==> src/rtl/pmc_dc_sweep_ctrl_if.sv <==
// rtl/pmc_dc_sweep_ctrl_if.sv - control, configuration and monitor signals of the threshold-sweep sequencer
interface pmc_dc_sweep_ctrl_if #(
    parameter int TH_W    = 8,
    parameter int RES_W   = 4,
    parameter int DWELL_W = 16
);
    logic               start;
    logic               abort;
    logic [TH_W-1:0]    th_start;
    logic [TH_W-1:0]    th_stop;
    logic [TH_W-1:0]    th_step;
    logic [DWELL_W-1:0] dwell;
    logic [RES_W-1:0]   res_sweep;
    logic [RES_W-1:0]   res_man;
    logic [TH_W-1:0]    th_man;
    logic               cmp_in;
    logic [RES_W-1:0]   res;
    logic [TH_W-1:0]    th;
    logic               busy;
    logic               done;
    logic               found;
    logic [TH_W-1:0]    trip_th;
    logic               aborted;

    modport master (
        output start, abort, th_start, th_stop, th_step, dwell,
               res_sweep, res_man, th_man, cmp_in,
        input  res, th, busy, done, found, trip_th, aborted
    );

    modport slave (
        input  start, abort, th_start, th_stop, th_step, dwell,
               res_sweep, res_man, th_man, cmp_in,
        output res, th, busy, done, found, trip_th, aborted
    );
endinterface

==> src/rtl/pmc_dc_sweep_ctrl.sv <==
// rtl/pmc_dc_sweep_ctrl.sv - steps the monitor threshold over a range and reports the first comparator trip
module pmc_dc_sweep_ctrl #(
    parameter int TH_W    = 8,
    parameter int RES_W   = 4,
    parameter int DWELL_W = 16
) (
    input logic                 clk,
    input logic                 rst_n,
    pmc_dc_sweep_ctrl_if.slave  sif
);
    typedef enum logic [1:0] {
        IDLE   = 2'd0,
        SETTLE = 2'd1,
        DONE   = 2'd2
    } state_t;

    state_t             state_q,   state_d;
    logic [TH_W-1:0]    th_cur_q,  th_cur_d;
    logic [TH_W-1:0]    th_stop_q, th_stop_d;
    logic [TH_W-1:0]    th_step_q, th_step_d;
    logic [DWELL_W-1:0] dwell_q,   dwell_d;
    logic [DWELL_W-1:0] cnt_q,     cnt_d;
    logic [RES_W-1:0]   res_q,     res_d;
    logic               found_q,   found_d;
    logic [TH_W-1:0]    trip_th_q, trip_th_d;
    logic               aborted_q, aborted_d;

    logic [TH_W-1:0]    step_eff;
    logic [DWELL_W-1:0] dwell_eff;
    logic [TH_W:0]      th_sum;
    logic               busy;

    // Zero step/dwell would stall the sweep, so both are promoted to 1 on capture.
    assign step_eff  = (sif.th_step == '0) ? TH_W'(1)    : sif.th_step;
    assign dwell_eff = (sif.dwell == '0)   ? DWELL_W'(1) : sif.dwell;
    // One bit wider so a step past the top code ends the sweep instead of wrapping.
    assign th_sum    = {1'b0, th_cur_q} + {1'b0, th_step_q};

    always_comb begin
        state_d   = state_q;
        th_cur_d  = th_cur_q;
        th_stop_d = th_stop_q;
        th_step_d = th_step_q;
        dwell_d   = dwell_q;
        cnt_d     = cnt_q;
        res_d     = res_q;
        found_d   = found_q;
        trip_th_d = trip_th_q;
        aborted_d = aborted_q;

        case (state_q)
            IDLE: begin
                if (sif.start && !sif.abort) begin
                    th_cur_d  = sif.th_start;
                    th_stop_d = sif.th_stop;
                    th_step_d = step_eff;
                    dwell_d   = dwell_eff;
                    cnt_d     = dwell_eff - DWELL_W'(1);
                    res_d     = sif.res_sweep;
                    found_d   = 1'b0;
                    aborted_d = 1'b0;
                    trip_th_d = '0;
                    state_d   = SETTLE;
                end
            end
            SETTLE: begin
                if (sif.abort) begin
                    aborted_d = 1'b1;
                    state_d   = IDLE;
                end else if (cnt_q != '0) begin
                    cnt_d = cnt_q - DWELL_W'(1);
                end else if (sif.cmp_in) begin
                    found_d   = 1'b1;
                    trip_th_d = th_cur_q;
                    state_d   = DONE;
                end else if ((th_cur_q >= th_stop_q) || (th_sum > {1'b0, th_stop_q})) begin
                    state_d = DONE;
                end else begin
                    th_cur_d = th_sum[TH_W-1:0];
                    cnt_d    = dwell_q - DWELL_W'(1);
                end
            end
            DONE: begin
                state_d = IDLE;
            end
            default: begin
                state_d = IDLE;
            end
        endcase
    end

    always_ff @(posedge clk or negedge rst_n) begin
        if (!rst_n) begin
            state_q   <= IDLE;
            th_cur_q  <= '0;
            th_stop_q <= '0;
            th_step_q <= '0;
            dwell_q   <= '0;
            cnt_q     <= '0;
            res_q     <= '0;
            found_q   <= 1'b0;
            trip_th_q <= '0;
            aborted_q <= 1'b0;
        end else begin
            state_q   <= state_d;
            th_cur_q  <= th_cur_d;
            th_stop_q <= th_stop_d;
            th_step_q <= th_step_d;
            dwell_q   <= dwell_d;
            cnt_q     <= cnt_d;
            res_q     <= res_d;
            found_q   <= found_d;
            trip_th_q <= trip_th_d;
            aborted_q <= aborted_d;
        end
    end

    assign busy        = (state_q == SETTLE);
    assign sif.busy    = busy;
    assign sif.done    = (state_q == DONE);
    assign sif.th      = busy ? th_cur_q : sif.th_man;
    assign sif.res     = busy ? res_q    : sif.res_man;
    assign sif.found   = found_q;
    assign sif.trip_th = trip_th_q;
    assign sif.aborted = aborted_q;
endmodule

==> src/flat_wrapper.sv <==
// flat-port wrapper written by rule: the top's interface ports become plain ports
module pmc_dc_sweep_ctrl_flat 
#(
    parameter int TH_W    = 8,
    parameter int RES_W   = 4,
    parameter int DWELL_W = 16
)
  (clk, rst_n, sif_start, sif_abort, sif_th_start, sif_th_stop, sif_th_step, sif_dwell, sif_res_sweep, sif_res_man, sif_th_man, sif_cmp_in, sif_res, sif_th, sif_busy, sif_done, sif_found, sif_trip_th, sif_aborted);
  pmc_dc_sweep_ctrl_if #(.TH_W(TH_W), .RES_W(RES_W), .DWELL_W(DWELL_W)) sif_i ();
  input logic clk;
  input logic rst_n;
  input wire logic [$bits(sif_i.start)-1:0] sif_start;
  input wire logic [$bits(sif_i.abort)-1:0] sif_abort;
  input wire logic [$bits(sif_i.th_start)-1:0] sif_th_start;
  input wire logic [$bits(sif_i.th_stop)-1:0] sif_th_stop;
  input wire logic [$bits(sif_i.th_step)-1:0] sif_th_step;
  input wire logic [$bits(sif_i.dwell)-1:0] sif_dwell;
  input wire logic [$bits(sif_i.res_sweep)-1:0] sif_res_sweep;
  input wire logic [$bits(sif_i.res_man)-1:0] sif_res_man;
  input wire logic [$bits(sif_i.th_man)-1:0] sif_th_man;
  input wire logic [$bits(sif_i.cmp_in)-1:0] sif_cmp_in;
  output wire logic [$bits(sif_i.res)-1:0] sif_res;
  output wire logic [$bits(sif_i.th)-1:0] sif_th;
  output wire logic [$bits(sif_i.busy)-1:0] sif_busy;
  output wire logic [$bits(sif_i.done)-1:0] sif_done;
  output wire logic [$bits(sif_i.found)-1:0] sif_found;
  output wire logic [$bits(sif_i.trip_th)-1:0] sif_trip_th;
  output wire logic [$bits(sif_i.aborted)-1:0] sif_aborted;
  assign sif_i.start = sif_start;
  assign sif_i.abort = sif_abort;
  assign sif_i.th_start = sif_th_start;
  assign sif_i.th_stop = sif_th_stop;
  assign sif_i.th_step = sif_th_step;
  assign sif_i.dwell = sif_dwell;
  assign sif_i.res_sweep = sif_res_sweep;
  assign sif_i.res_man = sif_res_man;
  assign sif_i.th_man = sif_th_man;
  assign sif_i.cmp_in = sif_cmp_in;
  assign sif_res = sif_i.res;
  assign sif_th = sif_i.th;
  assign sif_busy = sif_i.busy;
  assign sif_done = sif_i.done;
  assign sif_found = sif_i.found;
  assign sif_trip_th = sif_i.trip_th;
  assign sif_aborted = sif_i.aborted;
  pmc_dc_sweep_ctrl #(.TH_W(TH_W), .RES_W(RES_W), .DWELL_W(DWELL_W)) u_core (.clk(clk), .rst_n(rst_n), .sif(sif_i));
endmodule
==> config.mk <==
export PLATFORM = sky130hd
export DESIGN_NAME = pmc_dc_sweep_ctrl_flat
export DESIGN_NICKNAME = d
export VERILOG_FILES = /design/src/rtl/pmc_dc_sweep_ctrl_if.sv /design/src/rtl/pmc_dc_sweep_ctrl.sv /design/src/flat_wrapper.sv
export SDC_FILE = /design/constraint.sdc
export NUM_CORES = 1
export LEC_CHECK = 0
export CAP_MARGIN = 30
export CORE_UTILIZATION = 55
export CTS_BUF_LIST = sky130_fd_sc_hd__clkbuf_16
export DETAILED_ROUTE_END_ITERATION = 6
export GPL_TIMING_DRIVEN = 0
export PLACE_DENSITY_LB_ADDON = 0.15
export SLEW_MARGIN = 20
export SYNTH_ARGS = -nofsm -noshare
export SYNTH_HDL_FRONTEND = slang
export SYNTH_SLANG_ARGS = --single-unit
==> constraint.sdc <==
create_clock -name clk -period 8.2 [get_ports clk]
set_input_delay 1.64 -clock clk [delete_from_list [all_inputs] [get_ports clk]]
set_output_delay 1.64 -clock clk [all_outputs]
set_load 0.02 [all_outputs]
gates.png
Scale: 4 px per um.
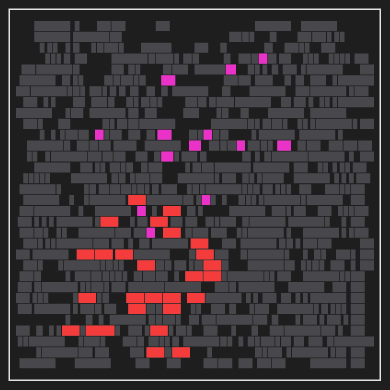
Red marks fa/ha/maj cells, cells 26, most used ha_1. Magenta marks and/or cells, cells 13.

pinout.png
Scale: 4 px per um. Pins as bars across the die edge, other pins in grey.
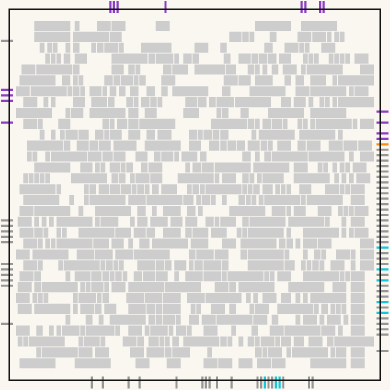
Cyan marks sif_th_man, pins 8, direction input, edge 5 east, 3 south. Orange marks sif_abort, pins 1, direction input, edge east. Purple marks sif_dwell, pins 16, direction input, edge 8 north, 4 east, 4 west.

==> run notes <==
Implementation numbers.

- The flow ran to the end, and the final reports show no timing, DRC or antenna violations.
- The library cell used most frequently in the layout, excluding fill and tap cells, is sky130_fd_sc_hd__nand2_1.
- The finished layout holds 725 standard cells, fillers aside.
- The total tool warning count is 26.
- The non-clock buffer area fraction after layout is 0.1712.
- The proportion of synthesized flip-flops having asynchronous set or reset is 1.000.
- The hold slack is 0.4775 ns.
- The area fraction of clock buffers and clock inverters is 0.04439.
- The final weighted congestion recorded by global placement is around 0.96.
- The layout inverter count without the clock tree is 17.
- The fraction of synthesized cell area in xor and xnor cells is 0.02923.
- In this run, the synthesized area fraction spent on and/or/nand/nor cells is recorded as 0.2352.
- In the global route stage, met1 resource usage came out at 0.4559.
- For reference, the top cells by count after synthesis are sky130_fd_sc_hd__nand2_1 (146), sky130_fd_sc_hd__dfrtp_1 (72), sky130_fd_sc_hd__o21ai_0 (36), sky130_fd_sc_hd__nor2_1 (27), sky130_fd_sc_hd__ha_1 (25).
- The placed instance count is about 700.
- The number of antenna-violating nets in the routed design is 0.
- The total count of max-transition violations in the final report is 0.
- The placeable core region is 7807 um2.
- The number of nets in the layout is 706.
- The relative max-transition margin is 0.5333.
- The sequential cell count of the final layout is around 72.
- The cell area that synthesis handed to floorplanning was about 4500 um2.
- The largest net degree at the start of global routing is 52.
- The wire length on met3 is between 1000 and 1500 um.
- The area share of the largest cell type after synthesis is 0.4009.
- The number of tap cells added at floorplan is ~100.
- The maximum number of buffers from clock root to sink is 2.
- The top cell type by instance count after synthesis is sky130_fd_sc_hd__nand2_1.
==> power by group through the flow <==
stage / Clock, mW / Combinational [mW] / Sequential (mW)
floorplan: 0 / 0.462 / 0.520
global placement: 0 / 0.645 / 0.538
detailed placement: 0 / 0.683 / 0.541
CTS: 0.345 / 0.688 / 0.537
global route: 0.360 / 0.775 / 0.550
finish: 0.342 / 0.693 / 0.542
==> worst max-delay path, stage by stage (launching register included) <==
cell                              delay [ns]
sky130_fd_sc_hd__dfrtp_1                0.53
sky130_fd_sc_hd__nand2b_1               0.17
sky130_fd_sc_hd__buf_6                  0.15
sky130_fd_sc_hd__clkbuf_1               0.39
sky130_fd_sc_hd__clkbuf_1               0.43
sky130_fd_sc_hd__clkbuf_1               0.54
sky130_fd_sc_hd__buf_1                  0.48
sky130_fd_sc_hd__nand2_1                0.12
sky130_fd_sc_hd__nand2_1                0.08
sky130_fd_sc_hd__clkdlybuf4s50_1        0.59
==> cells by family after synthesis <==
family	Yosys count
multiplexers	20
adder cells (fa/ha/maj)	26
XOR/XNOR	15
AND-OR/OR-AND	116
buffers and inverters	42
AND/OR/NAND/NOR	231
flip-flops	72
==> path summary, 6_finish.rpt <==
| path | slack [ns] | startpoint | to | depth (start not counted) |
|---|---|---|---|---|
| max | 2.74 | u_core.state_q[1] | sif_th[6] | 9 |
| min | 0.48 | u_core.res_q[0] | u_core.res_q[0] | 2 |
| max reg2reg | 3.62 | u_core.th_step_q[0] | u_core.cnt_q[6] | 16 |
| min reg2reg | 0.48 | u_core.res_q[0] | u_core.res_q[0] | 2 |
| max in group asynchronous | 6.43 | rst_n | u_core.cnt_q[8] | 2 |
| min in group asynchronous | 1.21 | rst_n | u_core.sif.trip_th[3] | 1 |
Power and IR drop assume default switching activity.
